<file path="config.mk">
export PLATFORM = sky130hd
export DESIGN_NAME = md_issue_ctrl
export DESIGN_NICKNAME = d
export VERILOG_FILES = /design/src/rtl/md_pkg.sv /design/src/rtl/md_op_decode.sv /design/src/rtl/md_issue_ctrl.sv
export SDC_FILE = /design/constraint.sdc
export NUM_CORES = 1
export LEC_CHECK = 0
export ABC_CLOCK_PERIOD_IN_PS = 1710
export CAP_MARGIN = 20
export CORE_AREA = 5 5 103 105
export DETAILED_ROUTE_END_ITERATION = 16
export DIE_AREA = 0 0 108 110
export PLACE_DENSITY = 0.79
export REMOVE_ABC_BUFFERS = 1
export SYNTH_ARGS = -nofsm -noshare
export SYNTH_HDL_FRONTEND = slang
export SYNTH_HIERARCHICAL = 1
export SYNTH_SLANG_ARGS = --single-unit
</file>
<file path="constraint.sdc">
create_clock -name clk -period 1.71 [get_ports clk]
set_input_delay 0.342 -clock clk [delete_from_list [all_inputs] [get_ports clk]]
set_output_delay 0.342 -clock clk [all_outputs]
set_load 0.005 [all_outputs]
</file>
<file path="src/rtl/md_pkg.sv">
// Shared types and constants for the multdiv issue controller.
// Holds the MD op enum, multdiv mode/select encodings, the controller
// state enum and the decoded-op payload struct.
package md_pkg;

  typedef enum logic [3:0] {
    MD_NONE  = 4'd0,
    MD_MULT  = 4'd1,
    MD_MULTU = 4'd2,
    MD_DIV   = 4'd3,
    MD_DIVU  = 4'd4,
    MD_MTHI  = 4'd5,
    MD_MTLO  = 4'd6,
    MD_MFHI  = 4'd7,
    MD_MFLO  = 4'd8
  } md_op_t;

  localparam logic [1:0] MD_MODE_MULT  = 2'd0;
  localparam logic [1:0] MD_MODE_MULTU = 2'd1;
  localparam logic [1:0] MD_MODE_DIV   = 2'd2;
  localparam logic [1:0] MD_MODE_DIVU  = 2'd3;

  localparam logic MD_SEL_HI = 1'b1;
  localparam logic MD_SEL_LO = 1'b0;

  typedef enum logic [1:0] {
    MD_ST_IDLE   = 2'd0,
    MD_ST_LAUNCH = 2'd1,
    MD_ST_BUSY   = 2'd2
  } md_ctl_state_t;

  // Decoded view of one MD-class op
  typedef struct packed {
    logic       is_start;
    logic       is_move;
    logic       is_read;
    logic [1:0] mode;
    logic       a1;
  } md_dec_t;

endpackage

</file>
<file path="src/rtl/md_op_decode.sv">
// Combinational decoder: md_op_t -> {is_start, is_move, is_read, mode, a1}.
// Ports:
//   op_i     in  MD op from the EX stage
//   dec_c_o  out decoded fields (unregistered)
module md_op_decode
  import md_pkg::*;
(
  input  md_op_t  op_i,
  output md_dec_t dec_c_o
);

  always_comb begin
    dec_c_o = '0;
    case (op_i)
      MD_MULT:  begin dec_c_o.is_start = 1'b1; dec_c_o.mode = MD_MODE_MULT;  end
      MD_MULTU: begin dec_c_o.is_start = 1'b1; dec_c_o.mode = MD_MODE_MULTU; end
      MD_DIV:   begin dec_c_o.is_start = 1'b1; dec_c_o.mode = MD_MODE_DIV;   end
      MD_DIVU:  begin dec_c_o.is_start = 1'b1; dec_c_o.mode = MD_MODE_DIVU;  end
      MD_MTHI:  begin dec_c_o.is_move  = 1'b1; dec_c_o.a1   = MD_SEL_HI;     end
      MD_MTLO:  begin dec_c_o.is_move  = 1'b1; dec_c_o.a1   = MD_SEL_LO;     end
      MD_MFHI:  begin dec_c_o.is_read  = 1'b1; dec_c_o.a1   = MD_SEL_HI;     end
      MD_MFLO:  begin dec_c_o.is_read  = 1'b1; dec_c_o.a1   = MD_SEL_LO;     end
      default:  ;
    endcase
  end

endmodule

</file>
<file path="src/rtl/md_issue_ctrl.sv">
// EX-stage initiator for the multdiv HI/LO unit. Turns decoded MD ops into
// start/mode/we/a1 requests, tracks the in-flight operation (including the
// launch cycle before md_busy is valid), stalls on HI/LO conflicts and
// returns registered mfhi/mflo data toward MEM.
// Ports:
//   clk, clr                 clock, async active-high reset (shared with multdiv)
//   op_valid, op, flush      EX-stage MD instruction, kill
//   rs_val, rt_val           forwarded operands
//   md_busy, md_hi, md_lo    status/results from multdiv
//   md_start, md_we, md_a1, md_mode, md_a, md_b   requests to multdiv (comb)
//   stall                    pipeline freeze (comb)
//   rd_valid, rd_data        registered HI/LO read result
//   stall_cnt                stall-cycle counter, present only with MD_STALL_CNT_EN
module md_issue_ctrl
  import md_pkg::*;
#(
  parameter int unsigned WIDTH = 32
) (
  input  logic             clk,
  input  logic             clr,
  input  logic             op_valid,
  input  md_op_t           op,
  input  logic [WIDTH-1:0] rs_val,
  input  logic [WIDTH-1:0] rt_val,
  input  logic             flush,
  input  logic             md_busy,
  input  logic [WIDTH-1:0] md_hi,
  input  logic [WIDTH-1:0] md_lo,
  output logic             md_start,
  output logic             md_we,
  output logic             md_a1,
  output logic [1:0]       md_mode,
  output logic [WIDTH-1:0] md_a,
  output logic [WIDTH-1:0] md_b,
  output logic             stall,
  output logic             rd_valid,
  output logic [WIDTH-1:0] rd_data,
  output logic [31:0]      stall_cnt
);

  localparam int unsigned CNT_W = 32;

  md_ctl_state_t    state_q, state_d;
  md_dec_t          dec;
  logic             live_c;
  logic             accept_c;
  logic             rd_valid_q;
  logic [WIDTH-1:0] rd_data_q;

  md_op_decode u_dec (
    .op_i    (op),
    .dec_c_o (dec)
  );

  // State register
  always_ff @(posedge clk or posedge clr) begin
    if (clr) state_q <= MD_ST_IDLE;
    else     state_q <= state_d;
  end

  // Acceptance, stall, multdiv requests and next state
  always_comb begin
    // Non-MD or killed ops never stall; everything is held low during clr
    live_c   = op_valid & ~flush & ~clr & (dec.is_start | dec.is_move | dec.is_read);
    stall    = live_c & ((state_q == MD_ST_LAUNCH) |
                         ((state_q == MD_ST_BUSY) & md_busy));
    accept_c = live_c & ~stall;
    md_start = accept_c & dec.is_start;
    md_mode  = md_start ? dec.mode : 2'b00;
    md_we    = accept_c & dec.is_move;
    md_a1    = md_we & dec.a1;
    md_a     = (op_valid & ~clr) ? rs_val : '0;
    md_b     = (op_valid & ~clr) ? rt_val : '0;
    state_d  = state_q;
    case (state_q)
      MD_ST_IDLE:   if (md_start) state_d = MD_ST_LAUNCH;
      MD_ST_LAUNCH: state_d = MD_ST_BUSY;
      // A start accepted as busy drops chains straight into a new launch
      MD_ST_BUSY: begin
        if (md_start)      state_d = MD_ST_LAUNCH;
        else if (!md_busy) state_d = MD_ST_IDLE;
      end
      default:      state_d = MD_ST_IDLE;
    endcase
  end

  // HI/LO read register toward MEM
  always_ff @(posedge clk or posedge clr) begin
    if (clr) begin
      rd_valid_q <= 1'b0;
      rd_data_q  <= '0;
    end else begin
      rd_valid_q <= accept_c & dec.is_read;
      if (accept_c & dec.is_read)
        rd_data_q <= (dec.a1 == MD_SEL_HI) ? md_hi : md_lo;
    end
  end

  assign rd_valid = rd_valid_q;
  assign rd_data  = rd_data_q;

`ifdef MD_STALL_CNT_EN
  logic [CNT_W-1:0] stall_cnt_q;

  // Free-running stall counter, wraps naturally
  always_ff @(posedge clk or posedge clr) begin
    if (clr)        stall_cnt_q <= '0;
    else if (stall) stall_cnt_q <= stall_cnt_q + CNT_W'(1);
  end

  assign stall_cnt = stall_cnt_q;
`else
  assign stall_cnt = CNT_W'(0);
`endif

endmodule
</file>
Sequential cells colored by netlist name:
Scale bar: 20 µm.
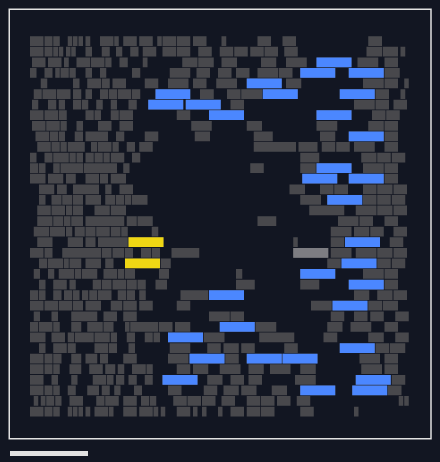
Key: blue = rd_data [placed flops 32]; yellow = state_q [placed flops 2]
Seq. pwr: 1.09 mW
Seq area share: 0.1634
fin util: 0.5615

==> impl_metrics.json <==
{
  "routabilityCongestion": 0.8717,
  "die_x_um": 108,
  "fin_cells": 644,
  "status": "complete, but fails checks",
  "violations": "negative setup slack",
  "die_area_um2": 11880,
  "grt.total_usage": 0.1701,
  "setup_violations": 37,
  "cpLargestDelayFamily": "buffers and inverters",
  "dr.pass1.iters": 4,
  "post-cts-setup-buffers": 21,
  "grt_max_degree": 36,
  "min_path_type": "in2async",
  "fillerInstances": 812,
  "die-height_um": 110,
  "slowest_delay_ps": 340,
  "worst_slack_ps": -108.1,
  "ys_sh_adder": 0,
  "n_all_inverters": 3,
  "critPathLaunch": "op[0]",
  "drt_iter0_markers": 50,
  "nNetsFinal": 647,
  "diodes": 0,
  "n_all_buffers": 279,
  "cp-start-kind": "input port",
  "fmax_mhz": 550.0,
  "drc_errors": 0,
  "finalWirelength_mm": 11.07,
  "synthCells": 240,
  "hold_ws_ps": 147.4,
  "clk_pin_slew_worst_paths_ps": 70,
  "rows": 36,
  "final_area_um2": 5361,
  "ys_sh_simple": 0.2082,
  "cp_slowest_cell": "o311a_1",
  "end_kind": "output port",
  "drive_gt1_frac": 0.4012,
  "yosysTopAreaCell": "dfrtp_1",
  "dpl_worst_slack_ps": -908.7,
  "synth-edff-count": 0,
  "cts_tree": "done",
  "setup-tns-final_ps": -2451,
  "r2r.worst_path.cells": 6,
  "critPathKind": "in2out",
  "warnings": 27,
  "area_growth_syn_to_layout_pct": 101.8,
  "via_per_inst": 4.135,
  "avgRoutedWirePerCell_um": 17.18,
  "maxSlewViolCount": 0
}
Clock nets:
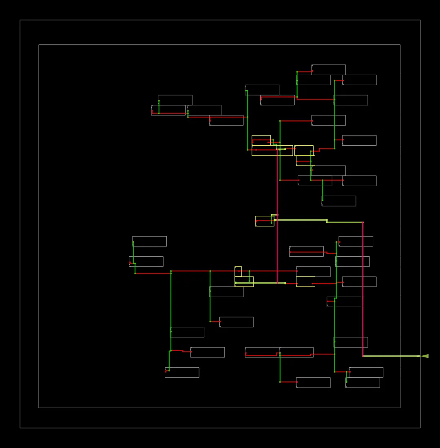
clk pwr: 774 µW
clk latency late pin: 280 ps

-- per-layer routing --
layer  track usage  routed length [µm]  vias to the layer above
met2        0.3162                5901                      145
met3       0.09027                1391                        5
met4       0.03336                  72                        0
met1        0.1694                3703                     1241
met5             0                   0                        -
li1              -                   -                     1272
-- worst max path at each step --
stage               cells after the start  slack [ps]        to
floorplan                               2        -590   md_a[0]
global placement                        5        -810     stall
detailed placement                      5        -910     stall
CTS                                     7         -80  md_start
global route                            7        -150  md_start
finish                                  7        -110     stall
-- where the power goes --
group	internal (mW)	switching, mW	total [mW]
logic	0.953	0.364	1.32
clock network	0.472	0.302	0.774
registers	0.997	0.0924	1.09
total	2.42	0.758	3.18
-- state kept, by name, summed over array words and instances, names as in the netlist --
register  cells
rd_data      32
rd_valid      1
state_q       2
No activity file was given, so power comes from the tool's default toggle rates.
